**src/rtl/mccomp_loader_if.sv**
```systemverilog
// mccomp_loader_if: byte-stream handshake and memory write port of the
// program loader. The slave modport is the loader side, the master modport
// is the system side (byte source plus memory).
interface mccomp_loader_if #(
  parameter int unsigned ADDR_W = 8
);
  logic              in_valid;
  logic [7:0]        in_data;
  logic              in_ready;
  logic              mem_we;
  logic [ADDR_W-1:0] mem_addr;
  logic [31:0]       mem_wdata;

  modport slave (
    input  in_valid,
    input  in_data,
    output in_ready,
    output mem_we,
    output mem_addr,
    output mem_wdata
  );

  modport master (
    output in_valid,
    output in_data,
    input  in_ready,
    input  mem_we,
    input  mem_addr,
    input  mem_wdata
  );
endinterface

```
**src/rtl/mccomp_loader.sv**
```systemverilog
// mccomp_loader: program loader for the multi-cycle computer's unified memory.
// Accepts a byte stream (16-bit LE word count, then that many 32-bit LE words),
// writes the words to consecutive addresses from BASE_ADDR, and holds the CPU
// in reset until the load has completed.
// Optional macro LOADER_CHECKSUM_EN: a trailing byte equal to the XOR of every
// preceding stream byte (count bytes included) must follow the last word;
// a mismatch ends the load in ERR with the CPU still held in reset.
// ADDR_W is expected to be at most 16 (the count field is 16 bits wide).
module mccomp_loader #(
  parameter int unsigned ADDR_W    = 8,
  parameter int unsigned BASE_ADDR = 0
) (
  input  logic                  clk,
  input  logic                  rstn,
  input  logic                  start,
  mccomp_loader_if.slave        bus,
  output logic                  cpu_rstn,
  output logic                  busy,
  output logic                  done,
  output logic                  err,
  output logic [15:0]           words_loaded
);

  localparam logic [ADDR_W-1:0] LP_BASE  = ADDR_W'(BASE_ADDR);
  // Memory depth as a 17-bit value so that 2^16 is representable.
  localparam logic [16:0]       LP_DEPTH = 17'd1 << ADDR_W;

  typedef enum logic [2:0] {
    ST_IDLE   = 3'd0,
    ST_CNT_LO = 3'd1,
    ST_CNT_HI = 3'd2,
    ST_DATA   = 3'd3,
    ST_WRITE  = 3'd4,
`ifdef LOADER_CHECKSUM_EN
    ST_CHK    = 3'd5,
`endif
    ST_DONE   = 3'd6,
    ST_ERR    = 3'd7
  } state_t;

  state_t            r_state;
  state_t            w_state_nxt;

  logic              r_in_ready;
  logic              r_mem_we;
  logic [ADDR_W-1:0] r_mem_addr;
  logic [31:0]       r_mem_wdata;
  logic              r_cpu_rstn;
  logic              r_busy;
  logic              r_done;
  logic              r_err;
  logic [15:0]       r_words_loaded;
  logic [15:0]       r_count;
  logic [1:0]        r_idx;

  logic              w_xfer;
  logic              w_start_ok;
  logic [15:0]       w_count_full;
  logic [15:0]       w_words_inc;
  logic              w_in_ready_nxt;
  logic              w_mem_we_nxt;
  logic              w_cpu_rstn_nxt;
  logic              w_busy_nxt;
  logic              w_done_nxt;
  logic              w_err_nxt;

`ifdef LOADER_CHECKSUM_EN
  logic [7:0]        r_csum;
`endif

  assign w_xfer       = bus.in_valid & r_in_ready;
  assign w_start_ok   = start & ((r_state == ST_IDLE) | (r_state == ST_DONE) | (r_state == ST_ERR));
  // Full count as it will be once the high byte currently on the bus is latched.
  assign w_count_full = {bus.in_data, r_count[7:0]};
  assign w_words_inc  = r_words_loaded + 16'd1;

  assign bus.in_ready  = r_in_ready;
  assign bus.mem_we    = r_mem_we;
  assign bus.mem_addr  = r_mem_addr;
  assign bus.mem_wdata = r_mem_wdata;
  assign cpu_rstn      = r_cpu_rstn;
  assign busy          = r_busy;
  assign done          = r_done;
  assign err           = r_err;
  assign words_loaded  = r_words_loaded;

  // State register.
  always_ff @(posedge clk or negedge rstn) begin
    if (!rstn) begin
      r_state <= ST_IDLE;
    end else begin
      r_state <= w_state_nxt;
    end
  end

  // Next-state logic: walks the stream format, one transfer per state step.
  always_comb begin
    w_state_nxt = r_state;
    case (r_state)
      ST_IDLE: begin
        if (start) begin
          w_state_nxt = ST_CNT_LO;
        end else begin
          w_state_nxt = ST_IDLE;
        end
      end
      ST_CNT_LO: begin
        if (w_xfer) begin
          w_state_nxt = ST_CNT_HI;
        end else begin
          w_state_nxt = ST_CNT_LO;
        end
      end
      ST_CNT_HI: begin
        if (w_xfer) begin
          if (w_count_full == 16'd0) begin
`ifdef LOADER_CHECKSUM_EN
            w_state_nxt = ST_CHK;
`else
            w_state_nxt = ST_DONE;
`endif
          end else if ({1'b0, w_count_full} > LP_DEPTH) begin
            w_state_nxt = ST_ERR;
          end else begin
            w_state_nxt = ST_DATA;
          end
        end else begin
          w_state_nxt = ST_CNT_HI;
        end
      end
      ST_DATA: begin
        if (w_xfer && (r_idx == 2'd3)) begin
          w_state_nxt = ST_WRITE;
        end else begin
          w_state_nxt = ST_DATA;
        end
      end
      ST_WRITE: begin
        if (w_words_inc == r_count) begin
`ifdef LOADER_CHECKSUM_EN
          w_state_nxt = ST_CHK;
`else
          w_state_nxt = ST_DONE;
`endif
        end else begin
          w_state_nxt = ST_DATA;
        end
      end
`ifdef LOADER_CHECKSUM_EN
      ST_CHK: begin
        if (w_xfer) begin
          if (bus.in_data == r_csum) begin
            w_state_nxt = ST_DONE;
          end else begin
            w_state_nxt = ST_ERR;
          end
        end else begin
          w_state_nxt = ST_CHK;
        end
      end
`endif
      ST_DONE, ST_ERR: begin
        if (start) begin
          w_state_nxt = ST_CNT_LO;
        end else begin
          w_state_nxt = r_state;
        end
      end
      default: begin
        w_state_nxt = ST_IDLE;
      end
    endcase
  end

  // Output decode from the upcoming state so the registered flags line up with it.
  always_comb begin
    w_in_ready_nxt = 1'b0;
    w_mem_we_nxt   = 1'b0;
    w_cpu_rstn_nxt = 1'b0;
    w_busy_nxt     = 1'b0;
    w_done_nxt     = 1'b0;
    w_err_nxt      = 1'b0;
    case (w_state_nxt)
      ST_CNT_LO, ST_CNT_HI, ST_DATA: begin
        w_in_ready_nxt = 1'b1;
        w_busy_nxt     = 1'b1;
      end
      ST_WRITE: begin
        w_mem_we_nxt   = 1'b1;
        w_busy_nxt     = 1'b1;
      end
`ifdef LOADER_CHECKSUM_EN
      ST_CHK: begin
        w_in_ready_nxt = 1'b1;
        w_busy_nxt     = 1'b1;
      end
`endif
      ST_DONE: begin
        w_done_nxt     = 1'b1;
        w_cpu_rstn_nxt = 1'b1;
      end
      ST_ERR: begin
        w_err_nxt      = 1'b1;
      end
      default: begin
        w_in_ready_nxt = 1'b0;
      end
    endcase
  end

  // Registered handshake, write strobe and status flags.
  always_ff @(posedge clk or negedge rstn) begin
    if (!rstn) begin
      r_in_ready <= 1'b0;
      r_mem_we   <= 1'b0;
      r_cpu_rstn <= 1'b0;
      r_busy     <= 1'b0;
      r_done     <= 1'b0;
      r_err      <= 1'b0;
    end else begin
      r_in_ready <= w_in_ready_nxt;
      r_mem_we   <= w_mem_we_nxt;
      r_cpu_rstn <= w_cpu_rstn_nxt;
      r_busy     <= w_busy_nxt;
      r_done     <= w_done_nxt;
      r_err      <= w_err_nxt;
    end
  end

  // Datapath: count capture, word assembly, address and word counter update.
  always_ff @(posedge clk or negedge rstn) begin
    if (!rstn) begin
      r_count        <= 16'h0000;
      r_idx          <= 2'd0;
      r_mem_addr     <= LP_BASE;
      r_mem_wdata    <= 32'h0000_0000;
      r_words_loaded <= 16'h0000;
    end else if (w_start_ok) begin
      r_words_loaded <= 16'h0000;
      r_mem_addr     <= LP_BASE;
      r_idx          <= 2'd0;
    end else begin
      case (r_state)
        ST_CNT_LO: begin
          if (w_xfer) begin
            r_count[7:0] <= bus.in_data;
          end
        end
        ST_CNT_HI: begin
          if (w_xfer) begin
            r_count[15:8] <= bus.in_data;
            r_idx         <= 2'd0;
          end
        end
        ST_DATA: begin
          if (w_xfer) begin
            r_mem_wdata[{r_idx, 3'b000} +: 8] <= bus.in_data;
            r_idx                             <= r_idx + 2'd1;
          end
        end
        ST_WRITE: begin
          r_words_loaded <= w_words_inc;
          r_mem_addr     <= r_mem_addr + ADDR_W'(1);
        end
        default: begin
          r_idx <= r_idx;
        end
      endcase
    end
  end

`ifdef LOADER_CHECKSUM_EN
  // Running XOR of every count and data byte of the current load.
  always_ff @(posedge clk or negedge rstn) begin
    if (!rstn) begin
      r_csum <= 8'h00;
    end else if (w_start_ok) begin
      r_csum <= 8'h00;
    end else if (w_xfer && ((r_state == ST_CNT_LO) || (r_state == ST_CNT_HI) || (r_state == ST_DATA))) begin
      r_csum <= r_csum ^ bus.in_data;
    end
  end
`endif

endmodule

```
**src/flat_wrapper.sv**
```systemverilog
// flat-port wrapper written by rule: the top's interface ports become plain ports
module mccomp_loader_flat 
#(
  parameter int unsigned ADDR_W    = 8,
  parameter int unsigned BASE_ADDR = 0
)
  (clk, rstn, start, cpu_rstn, busy, done, err, words_loaded, bus_in_valid, bus_in_data, bus_in_ready, bus_mem_we, bus_mem_addr, bus_mem_wdata);
  mccomp_loader_if #(.ADDR_W(ADDR_W)) bus_i ();
  input  logic clk;
  input  logic rstn;
  input  logic start;
  output logic cpu_rstn;
  output logic busy;
  output logic done;
  output logic err;
  output logic [15:0] words_loaded;
  input wire logic [$bits(bus_i.in_valid)-1:0] bus_in_valid;
  input wire logic [$bits(bus_i.in_data)-1:0] bus_in_data;
  output wire logic [$bits(bus_i.in_ready)-1:0] bus_in_ready;
  output wire logic [$bits(bus_i.mem_we)-1:0] bus_mem_we;
  output wire logic [$bits(bus_i.mem_addr)-1:0] bus_mem_addr;
  output wire logic [$bits(bus_i.mem_wdata)-1:0] bus_mem_wdata;
  assign bus_i.in_valid = bus_in_valid;
  assign bus_i.in_data = bus_in_data;
  assign bus_in_ready = bus_i.in_ready;
  assign bus_mem_we = bus_i.mem_we;
  assign bus_mem_addr = bus_i.mem_addr;
  assign bus_mem_wdata = bus_i.mem_wdata;
  mccomp_loader #(.ADDR_W(ADDR_W), .BASE_ADDR(BASE_ADDR)) u_core (.clk(clk), .rstn(rstn), .start(start), .bus(bus_i), .cpu_rstn(cpu_rstn), .busy(busy), .done(done), .err(err), .words_loaded(words_loaded));
endmodule
```
**config.mk**
```make
export PLATFORM = sky130hd
export DESIGN_NAME = mccomp_loader_flat
export DESIGN_NICKNAME = d
export VERILOG_FILES = /design/src/rtl/mccomp_loader_if.sv /design/src/rtl/mccomp_loader.sv /design/src/flat_wrapper.sv
export SDC_FILE = /design/constraint.sdc
export NUM_CORES = 1
export LEC_CHECK = 0
export ABC_AREA = 1
export ABC_CLOCK_PERIOD_IN_PS = 4390
export CAP_MARGIN = 20
export CORE_AREA = 2 2 89 91
export CTS_BUF_LIST = sky130_fd_sc_hd__clkbuf_8
export DETAILED_ROUTE_END_ITERATION = 7
export DIE_AREA = 0 0 91 93
export PLACE_DENSITY = 0.95
export RECOVER_POWER = 100
export SYNTH_ARGS = -nofsm -noshare
export SYNTH_HDL_FRONTEND = slang
export SYNTH_SLANG_ARGS = --single-unit
```
**constraint.sdc**
```tcl
create_clock -name clk -period 4.39 [get_ports clk]
set_input_delay 0.6585 -clock clk [delete_from_list [all_inputs] [get_ports clk]]
set_output_delay 0.6585 -clock clk [all_outputs]
set_load 0.05 [all_outputs]
```
### The metal 4 layer, run 1

(4 px per um) Supply wires on this layer in gray.
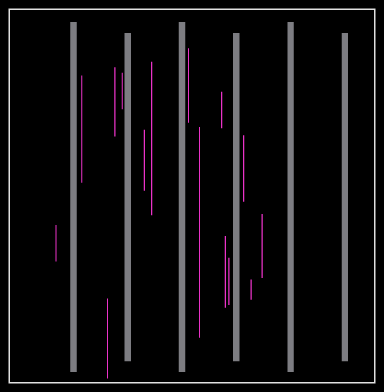
main direction	vertical
wire length on this layer	280 um
share of all routed wire	2.5%
nets with wire on the layer	13
vias post-DR: 4170
post-detailed-routing wire length: 11100 um

### Routing congestion, run 1

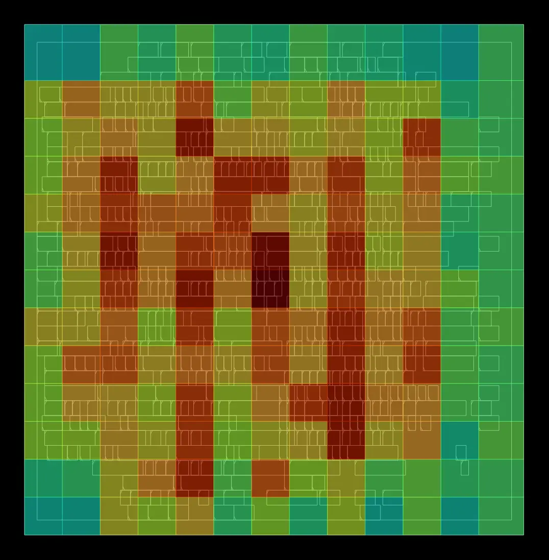
final core utilization: 70.4%
met3 track utilization from global routing: 5.96%
mean routed wirelength per cell: 15.1 um
highest-utilization routing layer at the global route stage: met2
aggregate global-route resource usage: 27.1%

==> qor.yml, run 1 <==
tritoncts_buffer_count: 9
layout_top_cells_excl_fill_tap: "nand2_1, dfrtp_1, inv_1, dlygate4sd3_1, nand3_1"
post_synthesis_share_of_cell_area_spent_on_xor_and_xnor_gates_pct: 0.408
power.combinational.fraction_pct: 40.3
ys_cells: 558
cts-hold-fix-buffers: 0
worst_reg2reg_path_length_in_cells: 9
grtUsageMet2_pct: 44.7
first_global_vias: 3996
violations: "max-capacitance violations, max-slew violations"
gp_congestion: 0.936
routedLengthMet1_um: 4320
design_power_total_w: 0.00280
worstSetupPathType: "reg2reg"
postSynthAreaPerCell_sq_um: 7.70
netlist.area_leader.share_pct: 47.8
r2r-start: "u_core.r_state[1]"
worst_slew_pin_slew_ns: 1.85
timing.max_cap.violations: 1
total_negative_setup_slacks_ns: 0
final_max_slew_viol_count: 77
chip_area_sq_um: 8460
status: "finished with violations"
die-width_um: 91
area_growth_pct: 23.3
ctsLongestPathBuffers: 2
enable_flop_cells: 0
wire_length_of_the_first_global_routing_pass_um: 18500
crit_path_end_kind: "flip-flop"
clock_pin_slew_of_the_registers_on_the_worst_case_setup_and_hold_paths_ns: 0.08
worst_ep_arrival_time_ns: 3.25
cp-endpoint: "u_core.bus.mem_addr[7]"
grt_residual_overflow: 0
detailedRoute.firstIterationViolations: 386
hold_crit_class: "in2async"
### I/O nets highlighted, run 1

(3 px per um)
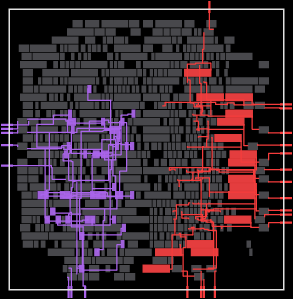
color	port	direction	edge	end cells	buffers	wire
red	words_loaded	output	11 right, 4 bottom, 1 top	16	16	737 um
purple	bus_in_data	input	5 left, 3 bottom	43	8	841 um
IO Count: 74
number of buffers added on ports: 73

[run 1: final cells by class]
| class | count | share of cell area [%] |
|---|---|---|
| clock inverter | 7 | 1.77 |
| sequential | 82 | 38.7 |
| clock buffer | 9 | 2.34 |
| timing repair buffer | 74 | 13.8 |
| multi-input combinational | 394 | 35.9 |
| inverter | 72 | 5.10 |
| tap | 102 | 2.41 |
[run 1: sequential cells by signal (all words and copies together), names as in the netlist]
name	flops
u_core.bus.in_ready	1
u_core.bus.mem_addr	8
u_core.bus.mem_wdata	32
u_core.bus.mem_we	1
u_core.busy	1
u_core.cpu_rstn	1
u_core.err	1
u_core.r_count	16
u_core.r_idx	2
u_core.r_state	3
u_core.words_loaded	16
[run 1: critical path: cells and delay by family (launching register included)]
family	cells	cell delay [ns]
buf+inv	1	0.38
flops	1	0.48
simple gates	8	2.02
### Cell area per tile, run 1

(4 px per um) 9 x 9 tiles, from dark blue (low) to red (high), 0 to 100% covered.
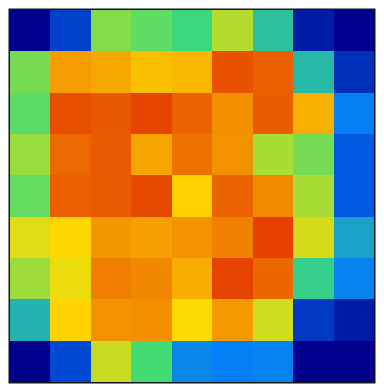

--- run 2 (diff from run 1) ---
--- a/config.mk
+++ b/config.mk
@@ -6,13 +6,13 @@
 export NUM_CORES = 1
 export LEC_CHECK = 0
 export ABC_AREA = 1
-export ABC_CLOCK_PERIOD_IN_PS = 4390
+export ABC_CLOCK_PERIOD_IN_PS = 2760
 export CAP_MARGIN = 20
-export CORE_AREA = 2 2 89 91
+export CORE_AREA = 2 2 96 98
 export CTS_BUF_LIST = sky130_fd_sc_hd__clkbuf_8
 export DETAILED_ROUTE_END_ITERATION = 7
-export DIE_AREA = 0 0 91 93
-export PLACE_DENSITY = 0.95
+export DIE_AREA = 0 0 98 100
+export PLACE_DENSITY = 0.88
 export RECOVER_POWER = 100
 export SYNTH_ARGS = -nofsm -noshare
 export SYNTH_HDL_FRONTEND = slang
==> constraint.sdc (replaced) <==
create_clock -name clk -period 2.76 [get_ports clk]
set_input_delay 0.414 -clock clk [delete_from_list [all_inputs] [get_ports clk]]
set_output_delay 0.414 -clock clk [all_outputs]
set_load 0.05 [all_outputs]
### Cell area per tile, run 2

(4 px per um) 10 x 10 tiles, from dark blue (low) to red (high), 0 to 100% covered.
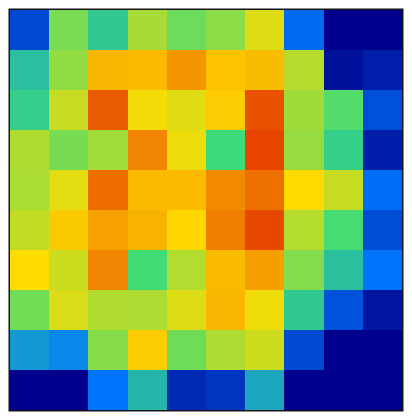
emptiest ninth of the die	bottom right
tiles over 75% full	28%
mean over tiles	53%
nearly empty tiles	9.0%
fullest tile	92%
fraction of the core area occupied by cells at floorplan: 48.3%
final core utilization: 60.3%
Placeable Area: 8890 sq um

### The metal 4 layer, run 2

(4 px per um) Supply wires on this layer in gray.
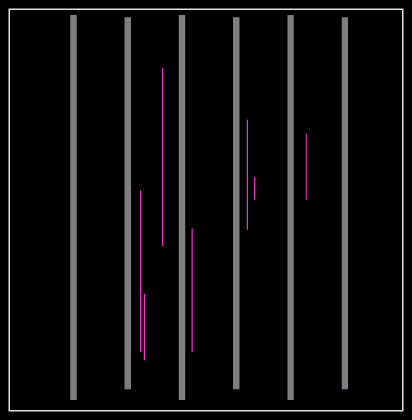
vias post-DR: 4121
post-detailed-routing wire length: 10900 um

==> qor.yml, run 2 <==
comb.multi_input.count: 394  # unchanged
detail_route.wl_per_cell_um: 14.4  # -4.2%
power.combinational.fraction_pct: 41.1  # +0.8 points
seq_cells: 82  # unchanged
busiest_layer: "met2"
wire_length_of_the_first_global_routing_pass_um: 18700  # +1.3%
netlist.area_leader.share_pct: 47.8  # unchanged
status: "finished clean"
worst_slew_pin_slew_ns: 1.02  # -0.834 ns
worst_reg2reg_path_length_in_cells: 15  # +6
io_buffers: 73  # unchanged
first_global_vias: 4086  # +2.3%
total_negative_setup_slacks_ns: 0  # unchanged
area_growth_pct: 24.8
timing.max_cap.violations: 0  # -1
nNonClkBuffers: 82  # +11%
nonClkBufAreaFrac_pct: 14.5  # +0.77 points
die-width_um: 98  # +7.7%
cp.buffers_inverters: 1  # unchanged
largest_register_ff_count: 32  # unchanged
enable_flop_cells: 0  # unchanged
ys_cells: 558  # unchanged
final_max_slew_viol_count: 0  # -100%
crit_path_end_kind: "flip-flop"
ctsLongestPathBuffers: 2  # unchanged
grtUsageMet2_pct: 37.6  # -7.1 points
dominant_cells: "registers"
routedLengthMet1_um: 4640  # +7.5%
gp_congestion: 0.898  # -4.1%
layout_top_cells_excl_fill_tap: "nand2_1, dfrtp_1, inv_1, dlygate4sd3_1, nand3_1"
use_met3_pct: 5.01  # -0.95 points
chip_area_sq_um: 9800  # +16%
hold_crit_class: "in2async"
postSynthAreaPerCell_sq_um: 7.70  # unchanged
seq_share_pct: 38.3  # -0.47 points
clock_tree_area_fraction_pct: 3.76  # -0.35 points
r2r-start: "u_core.words_loaded[0]"
floorplan.tapcells: 111  # +8.8%
cts-hold-fix-buffers: 0  # unchanged
layout.clock_buffers: 9  # unchanged
worst_ep_arrival_time_ns: 2.61  # -0.64 ns
crit_cells: 15  # +6
final.signal_inverter_count: 72  # unchanged
ioPinCount: 74  # unchanged
detailedRoute.firstIterationViolations: 308  # -20%
-- run 2: cell counts after synthesis --
Identical to the previous run, type by type.
-- run 2: power groups by stage --
stage	logic (W)	clock network, W	registers [W]
6_report	0.00180	0.000891	0.00169
5_1_grt	0.00200	0.000954	0.00173
4_1_cts	0.00185	0.000902	0.00170
3_5_place_dp	0.00184	0	0.00171
3_3_place_gp	0.00180	0	0.00170
2_1_floorplan	0.000944	0	0.00203
-- run 2: kinds of logic after synthesis --
family,synth area share (%)
and+or+nand+nor,32.5
buffers and inverters,7.28
DFF,47.8
AOI/OAI and AO/OA,10.0
adders and majority gates,2.04
xor gates and xnor gates,0.408
### Clock distribution, run 2

(4 px per um)
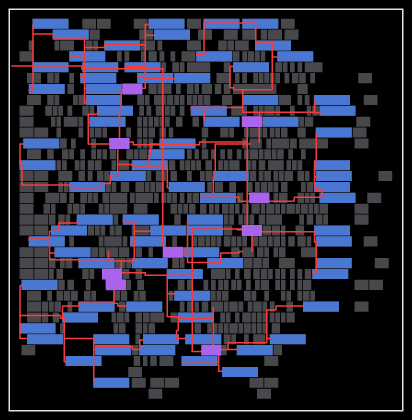

--- run 3 (diff from run 2) ---
--- a/config.mk
+++ b/config.mk
@@ -6,13 +6,13 @@
 export NUM_CORES = 1
 export LEC_CHECK = 0
 export ABC_AREA = 1
-export ABC_CLOCK_PERIOD_IN_PS = 2760
+export ABC_CLOCK_PERIOD_IN_PS = 2200
 export CAP_MARGIN = 20
-export CORE_AREA = 2 2 96 98
+export CORE_AREA = 2 2 92 94
 export CTS_BUF_LIST = sky130_fd_sc_hd__clkbuf_8
 export DETAILED_ROUTE_END_ITERATION = 7
-export DIE_AREA = 0 0 98 100
-export PLACE_DENSITY = 0.88
+export DIE_AREA = 0 0 94 96
+export PLACE_DENSITY = 0.91
 export RECOVER_POWER = 100
 export SYNTH_ARGS = -nofsm -noshare
 export SYNTH_HDL_FRONTEND = slang
==> constraint.sdc (replaced) <==
create_clock -name clk -period 2.2 [get_ports clk]
set_input_delay 0.33 -clock clk [delete_from_list [all_inputs] [get_ports clk]]
set_output_delay 0.33 -clock clk [all_outputs]
set_load 0.05 [all_outputs]
### Clock distribution, run 3

(4 px per um)
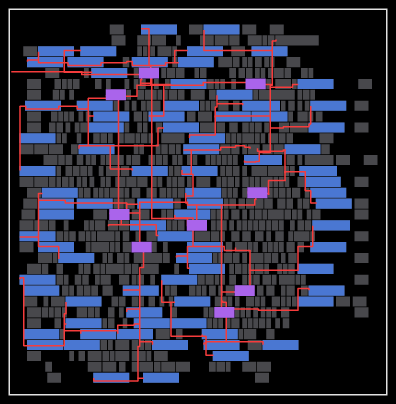
[red] clock wires | length: 1010 um
[blue] flip-flops | count: 82
[purple] clock-net drivers | count: 9
flops lie	spread over the die
routed clock nets	10
clock share of power: 19.7%
power in the clock group: 0.00113 W
Layout Skew: 0.0119 ns
clock latency of the later-clocked register in the worst-skew pair: 0.36 ns

==> qor.yml, run 3 <==
hold_crit_class: "reg2reg"
via_count: 4319  # +4.8%
worst_slew_pin_slew_ns: 1.20  # +0.185 ns
timing.max_cap.violations: 0  # unchanged
crit_cells: 16  # +1
crit_path_end_kind: "flip-flop"
gp_congestion: 1.01  # +12%
floorplan.initialDensity_pct: 53.3  # +5.0 points
comb-power_w: 0.00252  # +40%
coreArea_sq_um: 8050  # -9.4%
total_negative_setup_slacks_ns: 0  # unchanged
ys_cells: 558  # unchanged
io_buffers: 73  # unchanged
finish.utilization_pct: 68.8  # +8.5 points
final_max_slew_viol_count: 0  # unchanged
routedLengthMet1_um: 4730  # +1.9%
postSynthAreaPerCell_sq_um: 7.70  # unchanged
use_met3_pct: 6.19  # +1.2 points
busiest_layer: "met2"
cts-hold-fix-buffers: 1  # +1
chip_area_sq_um: 9020  # -7.9%
first_global_vias: 4018  # -1.7%
netlist.area_leader.share_pct: 47.8  # unchanged
die-width_um: 94  # -4.1%
area_growth_pct: 28.9
post_detailed_routing_wire_length_um: 12000  # +9.9%
ioPinCount: 74  # unchanged
worst_ep_arrival_time_ns: 2.39  # -0.22 ns
cp.buffers_inverters: 0  # -1
r2r-start: "u_core.words_loaded[1]"
status: "finished clean"
enable_flop_cells: 0  # unchanged
### Routing congestion, run 3

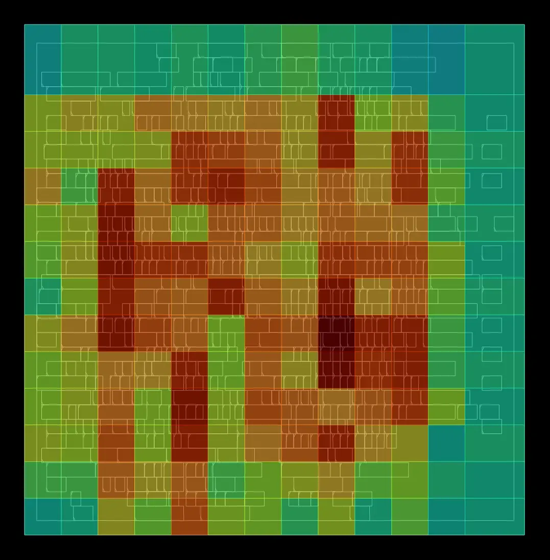
global-route met2 utilization: 47.1%
mean routed wirelength per cell: 15.7 um

[run 3: cell counts after synthesis]
Identical to the previous run, type by type.
[run 3: layout make-up]
class | count | area, sq um
timing repair buffer | 96 | 900
clock buffer | 9 | 124
inverter | 72 | 270
clock inverter | 7 | 77.6
tap | 105 | 131
multi-input combinational | 395 | 1980
fill | 601 | 2510
sequential | 82 | 2060
[run 3: cells by family after synthesis]
logic type               count (synthesis)  synth area share (%)
flip-flops                              82                  47.8
buffers and inverters                   82                  7.28
XOR/XNOR                                 2                 0.408
adder cells (fa/ha/maj)                  7                  2.04
AND-OR/OR-AND                           80                  10.0
AND/OR/NAND/NOR                        305                  32.5
Power is estimated from default activity; no workload was simulated.
